Fig. 1: register map, names as in the netlist
Other sequential cells in the stronger grey, the rest of the logic in the fainter grey.
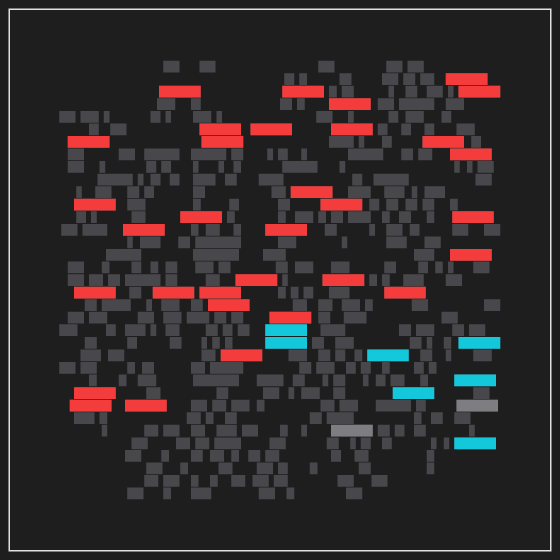
Fig. 2: selected gate families
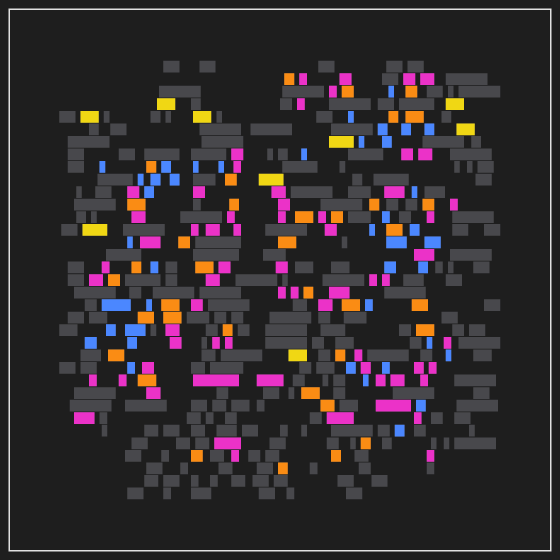
Fig. 3: sizing map
Bar = 20 µm.
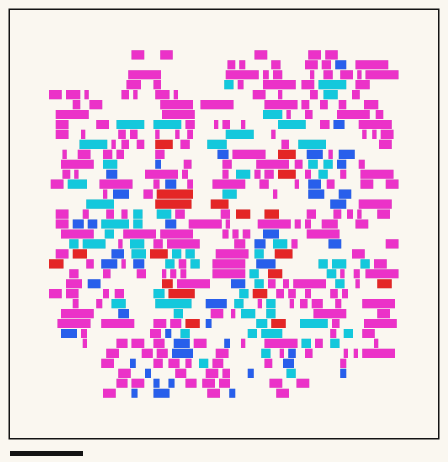
Fig. 4: clock distribution
Bar = 20 µm.
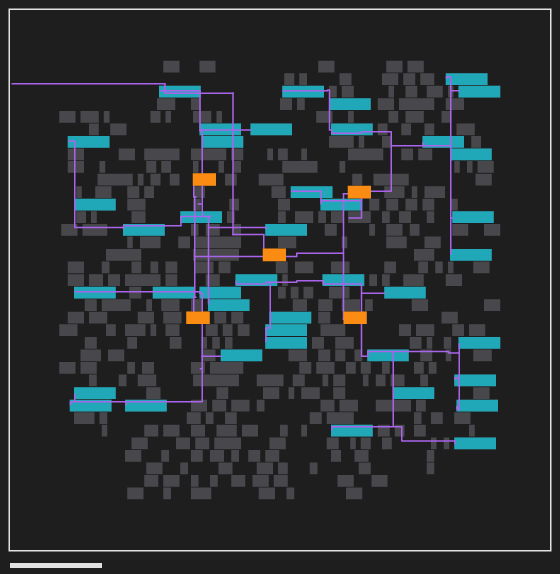
Fig. 5: clock nets
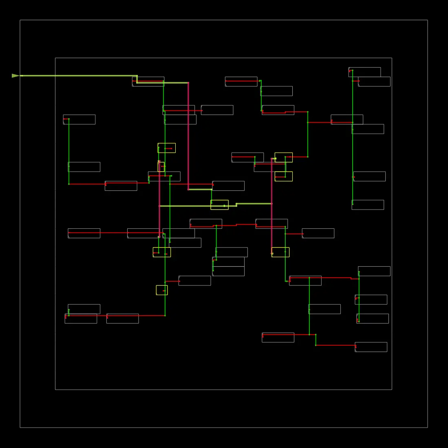
File: src/rtl/pipe_ctrl_pkg.sv
// Shared types and constants for the pipeline stall/flush controller and the pipe registers.
package pipe_ctrl_pkg;

  typedef enum logic {
    RUN      = 1'b0,
    MEM_WAIT = 1'b1
  } pipe_ctrl_state_t;

  localparam logic [4:0]  REG_ZERO = 5'd0;
  localparam logic [31:0] NOP_INSN = 32'h0000_0013;

  // A source operand depends on rd only if it is actually read and rd is not x0.
  function automatic logic reg_match(input logic uses, input logic [4:0] rs, input logic [4:0] rd);
    return uses && (rs == rd) && (rd != REG_ZERO);
  endfunction

endpackage

File: src/rtl/pipeline_hazard_ctrl_sat_counter.sv
// Saturating up-counter with synchronous clear, used for debug event counts.
module sat_counter #(
  parameter int W = 16
) (
  input  logic         clk,
  input  logic         reset,
  input  logic         inc,
  input  logic         clr,
  output logic [W-1:0] value
);

  always_ff @(posedge clk or negedge reset) begin
    if (!reset) begin
      value <= '0;
    end else if (clr) begin
      value <= '0;
    end else if (inc && (value != {W{1'b1}})) begin
      value <= value + W'(1);
    end
  end

endmodule

File: src/rtl/pipeline_hazard_ctrl.sv
// Central stall/flush controller: load-use stalls, branch squashes and
// multi-cycle data-memory freezes with timeout, plus saturating debug counters.
module pipeline_hazard_ctrl
  import pipe_ctrl_pkg::*;
#(
  parameter int CNT_W   = 16,
  parameter int TIMEOUT = 64,
  parameter int TO_W    = 7
) (
  input  logic             clk,
  input  logic             reset,
  input  logic [4:0]       id_rs1,
  input  logic [4:0]       id_rs2,
  input  logic             id_uses_rs1,
  input  logic             id_uses_rs2,
  input  logic [4:0]       ex_rd,
  input  logic             ex_is_load,
  input  logic             pc_select,
  input  logic             mem_req,
  input  logic             mem_ready,
  output logic             mem_start,
  output logic             stall_pc,
  output logic             stall_if_id,
  output logic             stall_id_ex,
  output logic             stall_ex_mem,
  output logic             flush_if_id,
  output logic             flush_id_ex,
  output logic             bubble_mem_wb,
  output logic             mem_err,
  output logic [CNT_W-1:0] stall_cnt,
  output logic [CNT_W-1:0] flush_cnt
);

  localparam logic [TO_W-1:0] WAIT_LAST = TO_W'(TIMEOUT - 1);

  pipe_ctrl_state_t state_reg;
  logic [TO_W-1:0]  wait_cnt_reg;
  logic             mem_err_reg;

  logic launch;
  logic release_now;
  logic frozen;
  logic load_use;
  logic branch_flush;
  logic lu_stall;

  always_comb begin
    launch       = (state_reg == RUN) && mem_req;
    release_now  = (state_reg == MEM_WAIT) && (mem_ready || (wait_cnt_reg == WAIT_LAST));
    frozen       = launch || ((state_reg == MEM_WAIT) && !release_now);
    load_use     = ex_is_load && (reg_match(id_uses_rs1, id_rs1, ex_rd) ||
                                  reg_match(id_uses_rs2, id_rs2, ex_rd));
    branch_flush = !frozen && pc_select;
    lu_stall     = !frozen && !pc_select && load_use;
  end

  // Outputs are forced low while reset is held, independent of the clock.
  always_comb begin
    mem_start     = reset && launch;
    stall_pc      = reset && (frozen || lu_stall);
    stall_if_id   = reset && (frozen || lu_stall);
    stall_id_ex   = reset && frozen;
    stall_ex_mem  = reset && frozen;
    bubble_mem_wb = reset && frozen;
    flush_if_id   = reset && branch_flush;
    flush_id_ex   = reset && (branch_flush || lu_stall);
  end

  always_ff @(posedge clk or negedge reset) begin
    if (!reset) begin
      state_reg    <= RUN;
      wait_cnt_reg <= '0;
      mem_err_reg  <= 1'b0;
    end else begin
      case (state_reg)
        RUN: begin
          if (mem_req) begin
            state_reg    <= MEM_WAIT;
            wait_cnt_reg <= '0;
          end
        end
        MEM_WAIT: begin
          // A mem_req seen in the release cycle is the next instruction; RUN picks it up.
          if (release_now) begin
            state_reg    <= RUN;
            wait_cnt_reg <= '0;
            if (!mem_ready) begin
              mem_err_reg <= 1'b1;
            end
          end else begin
            wait_cnt_reg <= wait_cnt_reg + TO_W'(1);
          end
        end
        default: begin
          state_reg    <= RUN;
          wait_cnt_reg <= '0;
        end
      endcase
    end
  end

  assign mem_err = mem_err_reg;

  logic [1:0]       cnt_inc;
  logic [CNT_W-1:0] cnt_val [2];

  assign cnt_inc[0] = stall_pc;
  assign cnt_inc[1] = flush_if_id;

  generate
    for (genvar gi = 0; gi < 2; gi++) begin : g_cnt
      sat_counter #(.W(CNT_W)) u_cnt (
        .clk   (clk),
        .reset (reset),
        .inc   (cnt_inc[gi]),
        .clr   (1'b0),
        .value (cnt_val[gi])
      );
    end
  endgenerate

  assign stall_cnt = cnt_val[0];
  assign flush_cnt = cnt_val[1];

endmodule

File: config.mk
export PLATFORM = sky130hd
export DESIGN_NAME = pipeline_hazard_ctrl
export DESIGN_NICKNAME = d
export VERILOG_FILES = /design/src/rtl/pipe_ctrl_pkg.sv /design/src/rtl/pipeline_hazard_ctrl_sat_counter.sv /design/src/rtl/pipeline_hazard_ctrl.sv
export SDC_FILE = /design/constraint.sdc
export NUM_CORES = 1
export LEC_CHECK = 0
export CELL_PAD_IN_SITES_DETAIL_PLACEMENT = 1
export CELL_PAD_IN_SITES_GLOBAL_PLACEMENT = 2
export CORE_MARGIN = 10
export CORE_UTILIZATION = 27
export CTS_CLUSTER_DIAMETER = 80
export CTS_CLUSTER_SIZE = 28
export DETAILED_ROUTE_END_ITERATION = 7
export GPL_ROUTABILITY_DRIVEN = 0
export PLACE_DENSITY_LB_ADDON = 0.1
export RECOVER_POWER = 100
export SYNTH_ARGS = -nofsm -noshare
export SYNTH_HDL_FRONTEND = slang
export SYNTH_HIERARCHICAL = 1
export SYNTH_SLANG_ARGS = --single-unit
File: constraint.sdc
create_clock -name clk -period 2.45 [get_ports clk]
set_clock_uncertainty 0.1 [all_clocks]
set_input_delay 0.3675 -clock clk [delete_from_list [all_inputs] [get_ports clk]]
set_output_delay 0.3675 -clock clk [all_outputs]
set_load 0.01 [all_outputs]
==> Changelog: implementation <==
### Implementation results

- Status: finished with violations
- Failing checks: negative setup slack
- Vert. Die Dim: 117 µm
- Worst-path cell chain: ha_2, and4_4, a31oi_4, or4_4, inv_8, buf_6, buf_6
- FILL cells: between 1000 and 1500
- # nets final: around 390
- Stages on worst setup path: 7
- Final hold violation count: 0
- Buffers & Inverters on Critical Path: 3
- Final setup margin: -0.00931 ns
- Area after DPL: around 0.0036 mm²
- Die Width: 117 µm
- Largest net degree at the start of global routing: 43
- Post-synthesis cell count: 266
- Adder-Cell Fraction of Synth Area: between 1 and 1.5%
- Max layer used: met4
- Leakage: between 0.0015 and 0.002 µW
- Yosys xor share: 3.45%
- Detail Route Antenna Nets: 0
- Total CTS buffers: 5
- Clock-pin slew on the worst setup and hold paths: approximately 0.090 ns
- Endpoints failing setup: 1
- Max-area cell share: between 40 and 50%
- Pwr dens: approximately 380 mW/mm²
- Worst setup startpoint: wait_cnt_reg[1]
- Synth area leaders: dfrtp_1 40%, a21oi_1 4.7%, o31ai_1 4.1%
- Met1 Wirelength: around 3900 µm
- RSZ-0062 raised after global routing: true
- Number of synthesized register bits: 41
## Picture notes: Fig. 1
[g_cnt.u_cnt/value] red | placed flops: 32
[wait_cnt_reg] cyan | placed flops: 7
not coloured: 2
Sequential Area: 0.00103 mm²
final core occ: 42.8%
sequential power: 698 µW
fraction of area in registers: 26.1%

## Picture notes: Fig. 2
[aoi and oai cells] magenta | cells: 64 | most used: a21oi_1
[mux cells] yellow | cells: 9 | most used: mux2_1
[and/or cells] orange | cells: 36 | most used: or4_4
[nand cells] blue | cells: 41 | most used: nand2_1
Non-Filler Instances: 477
Commonest Layout Cell: clkdlybuf4s50_1
multi-input combinational area share: 42.6%

## Picture notes: Fig. 3
[_6 and larger] red | cells: 19
[_2 cells] blue | cells: 45
[_0 and _1 cells] magenta | cells: 241
[_3 and _4 cells] cyan | cells: 61
bufs w/o clock: 102
final setup margin: -0.00931 ns
cell area after layout: 0.00394 mm²
Area Overhead vs Synth: 55.1%

## Picture notes: Fig. 4
[clock wires] purple | length: 693 µm
[flip-flops] cyan | count: 41
[clock drivers] orange | count: 5
routed clock nets: 6
Clk network pwr share: 32.8%
P_clk: 497 µW

## Picture notes: Fig. 5
Latency at later pin: 0.31 ns
seq_cells: 41
clk sinks: 41

Power and IR drop assume default switching activity.
